[config.mk]
export PLATFORM = sky130hd
export DESIGN_NAME = hazard_ctrl_flat
export DESIGN_NICKNAME = d
export VERILOG_FILES = /design/src/rtl/hazard_ctrl_if.sv /design/src/rtl/hazard_ctrl.sv /design/src/flat_wrapper.sv
export SDC_FILE = /design/constraint.sdc
export NUM_CORES = 1
export LEC_CHECK = 0
export CAP_MARGIN = 5
export CORE_MARGIN = 2
export CORE_UTILIZATION = 44
export DETAILED_ROUTE_END_ITERATION = 6
export GPL_TIMING_DRIVEN = 0
export PLACE_DENSITY_LB_ADDON = 0.12
export SLEW_MARGIN = 30
export SYNTH_ARGS = -nofsm -noshare
export SYNTH_HDL_FRONTEND = slang
export SYNTH_SLANG_ARGS = --single-unit
[constraint.sdc]
create_clock -name clk_i -period 3.5 [get_ports clk_i]
set_clock_uncertainty 0.2 [all_clocks]
set_input_delay 0.875 -clock clk_i [delete_from_list [all_inputs] [get_ports clk_i]]
set_output_delay 0.875 -clock clk_i [all_outputs]
set_load 0.01 [all_outputs]
[src/rtl/hazard_ctrl_if.sv]
// Signal bundle between the pipeline datapath and hazard_ctrl.
// The datapath drives hazard sources through the master modport; the controller uses the slave modport.
interface hazard_ctrl_if;
  logic [4:0]  id_rs_i;
  logic [4:0]  id_rt_i;
  logic        id_uses_rt_i;
  logic [4:0]  ex_rd_i;
  logic        ex_memread_i;
  logic        branch_taken_i;
  logic        md_start_i;
  logic        pc_stall_o;
  logic        ifid_stall_o;
  logic        ifid_flush_o;
  logic        idex_bubble_o;
  logic        busy_o;
  logic [15:0] stall_cnt_o;

  modport slave (
    input  id_rs_i, id_rt_i, id_uses_rt_i, ex_rd_i, ex_memread_i,
           branch_taken_i, md_start_i,
    output pc_stall_o, ifid_stall_o, ifid_flush_o, idex_bubble_o,
           busy_o, stall_cnt_o
  );

  modport master (
    output id_rs_i, id_rt_i, id_uses_rt_i, ex_rd_i, ex_memread_i,
           branch_taken_i, md_start_i,
    input  pc_stall_o, ifid_stall_o, ifid_flush_o, idex_bubble_o,
           busy_o, stall_cnt_o
  );
endinterface

[src/rtl/hazard_ctrl.sv]
// hazard_ctrl: load-use stall, taken-branch flush and fixed-latency mul/div hold for the IF/ID front end.
// Define HAZARD_CTRL_MULDIV_EN to compile in the MD_WAIT hold; without it md_start_i is ignored.
//
// state   | meaning
// IDLE    | normal issue; load-use stall or branch flush as required
// MD_WAIT | front end held while a mul/div completes (MD_LATENCY cycles)
module hazard_ctrl #(
  parameter int MD_LATENCY = 4
) (
  input  logic          clk_i,
  input  logic          rst_n_i,
  hazard_ctrl_if.slave  bus
);

  logic        lu;
  logic        stall;
  logic        flush;
  logic        busy;
  logic [15:0] stall_cnt_d;
  logic [15:0] stall_cnt_q;

  assign lu = bus.ex_memread_i && (bus.ex_rd_i != 5'd0) &&
              ((bus.ex_rd_i == bus.id_rs_i) ||
               (bus.id_uses_rt_i && (bus.ex_rd_i == bus.id_rt_i)));

`ifdef HAZARD_CTRL_MULDIV_EN
  typedef enum logic {
    IDLE    = 1'b0,
    MD_WAIT = 1'b1
  } state_t;

  state_t     state_d;
  state_t     state_q;
  logic [3:0] cnt_d;
  logic [3:0] cnt_q;

  always_comb begin
    state_d = state_q;
    cnt_d   = cnt_q;
    stall   = 1'b0;
    flush   = 1'b0;
    busy    = 1'b0;
    case (state_q)
      IDLE: begin
        if (lu) begin
          stall = 1'b1;
        end else if (bus.branch_taken_i) begin
          flush = 1'b1;
        end else if (bus.md_start_i) begin
          state_d = MD_WAIT;
          cnt_d   = MD_LATENCY[3:0];
        end
      end
      MD_WAIT: begin
        stall = 1'b1;
        busy  = 1'b1;
        // cnt_q of 0 is unreachable with a legal MD_LATENCY; treat it as the last cycle
        if (cnt_q <= 4'd1) begin
          state_d = IDLE;
          cnt_d   = 4'd0;
        end else begin
          cnt_d   = cnt_q - 4'd1;
        end
      end
    endcase
  end

  always_ff @(posedge clk_i or negedge rst_n_i) begin
    if (!rst_n_i) begin
      state_q <= IDLE;
      cnt_q   <= 4'd0;
    end else begin
      state_q <= state_d;
      cnt_q   <= cnt_d;
    end
  end
`else
  logic unused_md;
  assign unused_md = bus.md_start_i & (MD_LATENCY != 0);

  always_comb begin
    stall = lu;
    flush = !lu && bus.branch_taken_i;
    busy  = 1'b0;
  end
`endif

  always_comb begin
    stall_cnt_d = stall_cnt_q;
    if (stall && (stall_cnt_q != 16'hFFFF)) begin
      stall_cnt_d = stall_cnt_q + 16'd1;
    end
  end

  always_ff @(posedge clk_i or negedge rst_n_i) begin
    if (!rst_n_i) begin
      stall_cnt_q <= 16'd0;
    end else begin
      stall_cnt_q <= stall_cnt_d;
    end
  end

  assign bus.pc_stall_o    = stall;
  assign bus.ifid_stall_o  = stall;
  assign bus.idex_bubble_o = stall;
  assign bus.ifid_flush_o  = flush;
  assign bus.busy_o        = busy;
  assign bus.stall_cnt_o   = stall_cnt_q;

endmodule

[src/flat_wrapper.sv]
// flat-port wrapper written by rule: the top's interface ports become plain ports
module hazard_ctrl_flat 
#(
  parameter int MD_LATENCY = 4
)
  (clk_i, rst_n_i, bus_id_rs_i, bus_id_rt_i, bus_id_uses_rt_i, bus_ex_rd_i, bus_ex_memread_i, bus_branch_taken_i, bus_md_start_i, bus_pc_stall_o, bus_ifid_stall_o, bus_ifid_flush_o, bus_idex_bubble_o, bus_busy_o, bus_stall_cnt_o);
  hazard_ctrl_if bus_i ();
  input  logic clk_i;
  input  logic rst_n_i;
  input wire logic [$bits(bus_i.id_rs_i)-1:0] bus_id_rs_i;
  input wire logic [$bits(bus_i.id_rt_i)-1:0] bus_id_rt_i;
  input wire logic [$bits(bus_i.id_uses_rt_i)-1:0] bus_id_uses_rt_i;
  input wire logic [$bits(bus_i.ex_rd_i)-1:0] bus_ex_rd_i;
  input wire logic [$bits(bus_i.ex_memread_i)-1:0] bus_ex_memread_i;
  input wire logic [$bits(bus_i.branch_taken_i)-1:0] bus_branch_taken_i;
  input wire logic [$bits(bus_i.md_start_i)-1:0] bus_md_start_i;
  output wire logic [$bits(bus_i.pc_stall_o)-1:0] bus_pc_stall_o;
  output wire logic [$bits(bus_i.ifid_stall_o)-1:0] bus_ifid_stall_o;
  output wire logic [$bits(bus_i.ifid_flush_o)-1:0] bus_ifid_flush_o;
  output wire logic [$bits(bus_i.idex_bubble_o)-1:0] bus_idex_bubble_o;
  output wire logic [$bits(bus_i.busy_o)-1:0] bus_busy_o;
  output wire logic [$bits(bus_i.stall_cnt_o)-1:0] bus_stall_cnt_o;
  assign bus_i.id_rs_i = bus_id_rs_i;
  assign bus_i.id_rt_i = bus_id_rt_i;
  assign bus_i.id_uses_rt_i = bus_id_uses_rt_i;
  assign bus_i.ex_rd_i = bus_ex_rd_i;
  assign bus_i.ex_memread_i = bus_ex_memread_i;
  assign bus_i.branch_taken_i = bus_branch_taken_i;
  assign bus_i.md_start_i = bus_md_start_i;
  assign bus_pc_stall_o = bus_i.pc_stall_o;
  assign bus_ifid_stall_o = bus_i.ifid_stall_o;
  assign bus_ifid_flush_o = bus_i.ifid_flush_o;
  assign bus_idex_bubble_o = bus_i.idex_bubble_o;
  assign bus_busy_o = bus_i.busy_o;
  assign bus_stall_cnt_o = bus_i.stall_cnt_o;
  hazard_ctrl #(.MD_LATENCY(MD_LATENCY)) u_core (.clk_i(clk_i), .rst_n_i(rst_n_i), .bus(bus_i));
endmodule
Figure 1. A small window of the routed layout.
Scale bar: 5 um. Window x 15 to 35, y 26 to 46 um. Cells in grey, sequential cells in the stronger grey; small squares are vias.
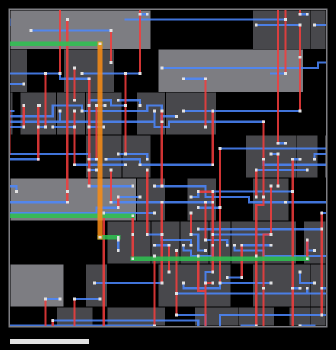
legend:
  red:
    layer: M2
  blue:
    layer: M1
  green:
    layer: M3
  orange:
    layer: M4
sequential cells in the window: 3
cells with their middle in the window: 27
netlist names of flops here include: `u_core.bus.stall_cnt_o` (3)

Figure 2. Gate families picked out.
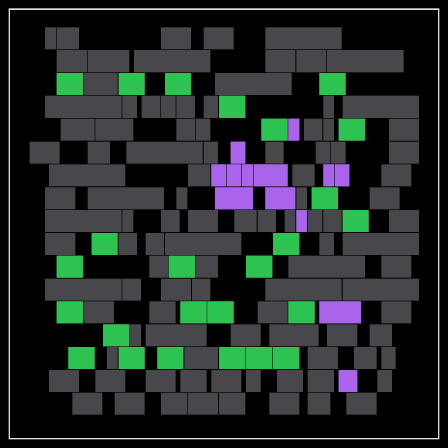
legend:
  purple:
    family: nor cells
    cells: 13
  green:
    family: xor and xnor cells
    cells: 25

==> results.json <==
{
  "numCtsBuffers": 3,
  "top_cell": "xnor2_1",
  "grt_pass1_vias": 827,
  "ys_area_um2": 971,
  "swShare": 0.267,
  "avgRoutedWirePerCell_um": 12.6,
  "synth_cells": 96,
  "common_cells": "25 x xnor2_1, 16 x dfrtp_1, 10 x nand4_1, 9 x nand3_1, 7 x nand2_1",
  "largest_reg_flops": 16,
  "yosys.area_share.aoi": 0.0296,
  "place_inst": 163,
  "cts_tree": "built",
  "drc": 0,
  "via_per_inst": 5.12,
  "die_y_um": 51.0,
  "vdd_ir_drop_max_mv": 0.471,
  "numSynthFlops": 16,
  "instances_no_fill": 169,
  "maxSlewViolCount": 0,
  "grtUsageMet2": 0.327,
  "p_int_uw": 331,
  "ys_sh_xor": 0.226,
  "ioPinCount": 42,
  "overflow": 0,
  "gp_congestion": 0.823,
  "fin_nets": 164,
  "fa_ha_area_frac": 0.0129,
  "ys.flop_type": "dfrtp_1",
  "syn-mean-instance-area_um2": 10.1,
  "max_freq_ghz": 0.296,
  "status": "finished clean",
  "crit_path_start_kind": "input pin",
  "clk_pin_slew_ps": 100,
  "hp-class": "reg2reg",
  "power.density_nw_per_um2": 313,
  "synth_warnings": 0,
  "top_cells_by_area": "dfrtp_1 41%, xnor2_1 23%, nand4_1 6.4%, nand3_1 4.6%, nand2_1 2.7%",
  "synthSimpleGateAreaFrac": 0.272,
  "core_um2": 2150,
  "dieArea_um2": 2600,
  "drt_iter0_drc": 7,
  "routed-via-count": 866,
  "met3_usage": 0.0585,
  "io_buffer_count": 39,
  "finalHoldViolCount": 0,
  "area_growth_syn_to_layout_pct": 48.8,
  "top_area_cell": "dfrtp_1",
  "post-dp-hpwl_um": 1680,
  "holdWs_ps": 299,
  "routed_wl_um": 2140,
  "postCtsHoldBufs": 0,
  "fin_crit_ps": 3380,
  "synth_cell_types": 23,
  "syn-cell-area_um2": 971,
  "cts_buffer_depth": 2,
  "rows": 17,
  "grt_antenna_before_repair": 0,
  "edf_count": 0,
  "p_switching_uw": 121,
  "clock-root-buffer": "clkbuf_4",
  "synthesis.nets": 118
}
-- logic make-up after synthesis --
| group | count (synthesis) |
|---|---|
| simple gates | 45 |
| compound gates | 2 |
| buf+inv | 5 |
| flops | 16 |
| other cells | 1 |
| xor+xnor | 25 |
| fa+ha+maj | 1 |
| mux | 1 |
-- power groups by stage --
stage          logic [mW]  clock network (mW)  registers [mW]
4_1_cts             0.118               0.126           0.215
3_3_place_gp        0.113                   0           0.217
6_report            0.116               0.121           0.215
3_5_place_dp        0.115                   0           0.218
2_1_floorplan      0.0421                   0           0.222
5_1_grt             0.126               0.130           0.218
-- layout make-up --
cell class / instances / area (um2)
Fill cell: 194 / 703
Multi-Input combinational cell: 75 / 554
Sequential cell: 16 / 400
Timing Repair Buffer: 41 / 388
Clock buffer: 4 / 36.3
Tap cell: 28 / 35.0
Buffer: 4 / 27.5
Inverter: 1 / 3.75
-- final timing paths --
kind	start	to	slack, ps	depth (start not counted)
worst min-delay path	u_core.bus.stall_cnt_o[15]	u_core.bus.stall_cnt_o[15]	300	1
max in group asynchronous	rst_n_i	u_core.bus.stall_cnt_o[7]	1840	1
worst max register to register	u_core.bus.stall_cnt_o[0]	u_core.bus.stall_cnt_o[1]	1370	6
min in group asynchronous	rst_n_i	u_core.bus.stall_cnt_o[10]	800	1
worst min register to register	u_core.bus.stall_cnt_o[15]	u_core.bus.stall_cnt_o[15]	300	1
worst max-delay path	bus_ex_rd_i[0]	bus_ifid_flush_o	120	6
-- stage by stage --
step | worst slack (ps) | utilization | power [mW] | area, um2
final | 117 | 0.673 | 0.452 | 1450
after global routing | 39.8 | 0.673 | 0.475 | 1450
after CTS | 24.6 | 0.676 | 0.459 | 1450
after detailed placement | -712 | 0.650 | 0.333 | 1400
after global placement | -662 | 0.650 | 0.330 | 1400
after floorplan | 433 | - | 0.264 | 971
-- cell usage in the layout (no fill, tap or decap), drive strengths merged, types with 2 or more instances in the layout --
cell,count
nand3,9
nand2,8
nand4,10
clkbuf,6
xnor2,25
nor2,5
dfrtp,16
nor2b,2
clkdlybuf4s50,30
buf,6
and3,3
dlygate4sd2,6
nor3,4
-- worst max-delay path: stages --
cell	delay, ps
dlygate4sd2_1	280
or4_4	560
o21ai_4	190
nor2b_4	60
nor2b_1	100
clkdlybuf4s15_1	240
-- timing repair --
item	CTS	global route
pin swaps	3	3
setup buffers	2	0
resized	12	5
setup endpoints to repair	4	3
-- routing by layer --
layer | wire length (um) | vias to the layer above
met5 | 0 | -
met4 | 12 | 0
met3 | 84 | 2
met2 | 1080 | 17
met1 | 954 | 426
li1 | - | 421
Power figures rest on the tool's default switching activity, not on a simulated workload.
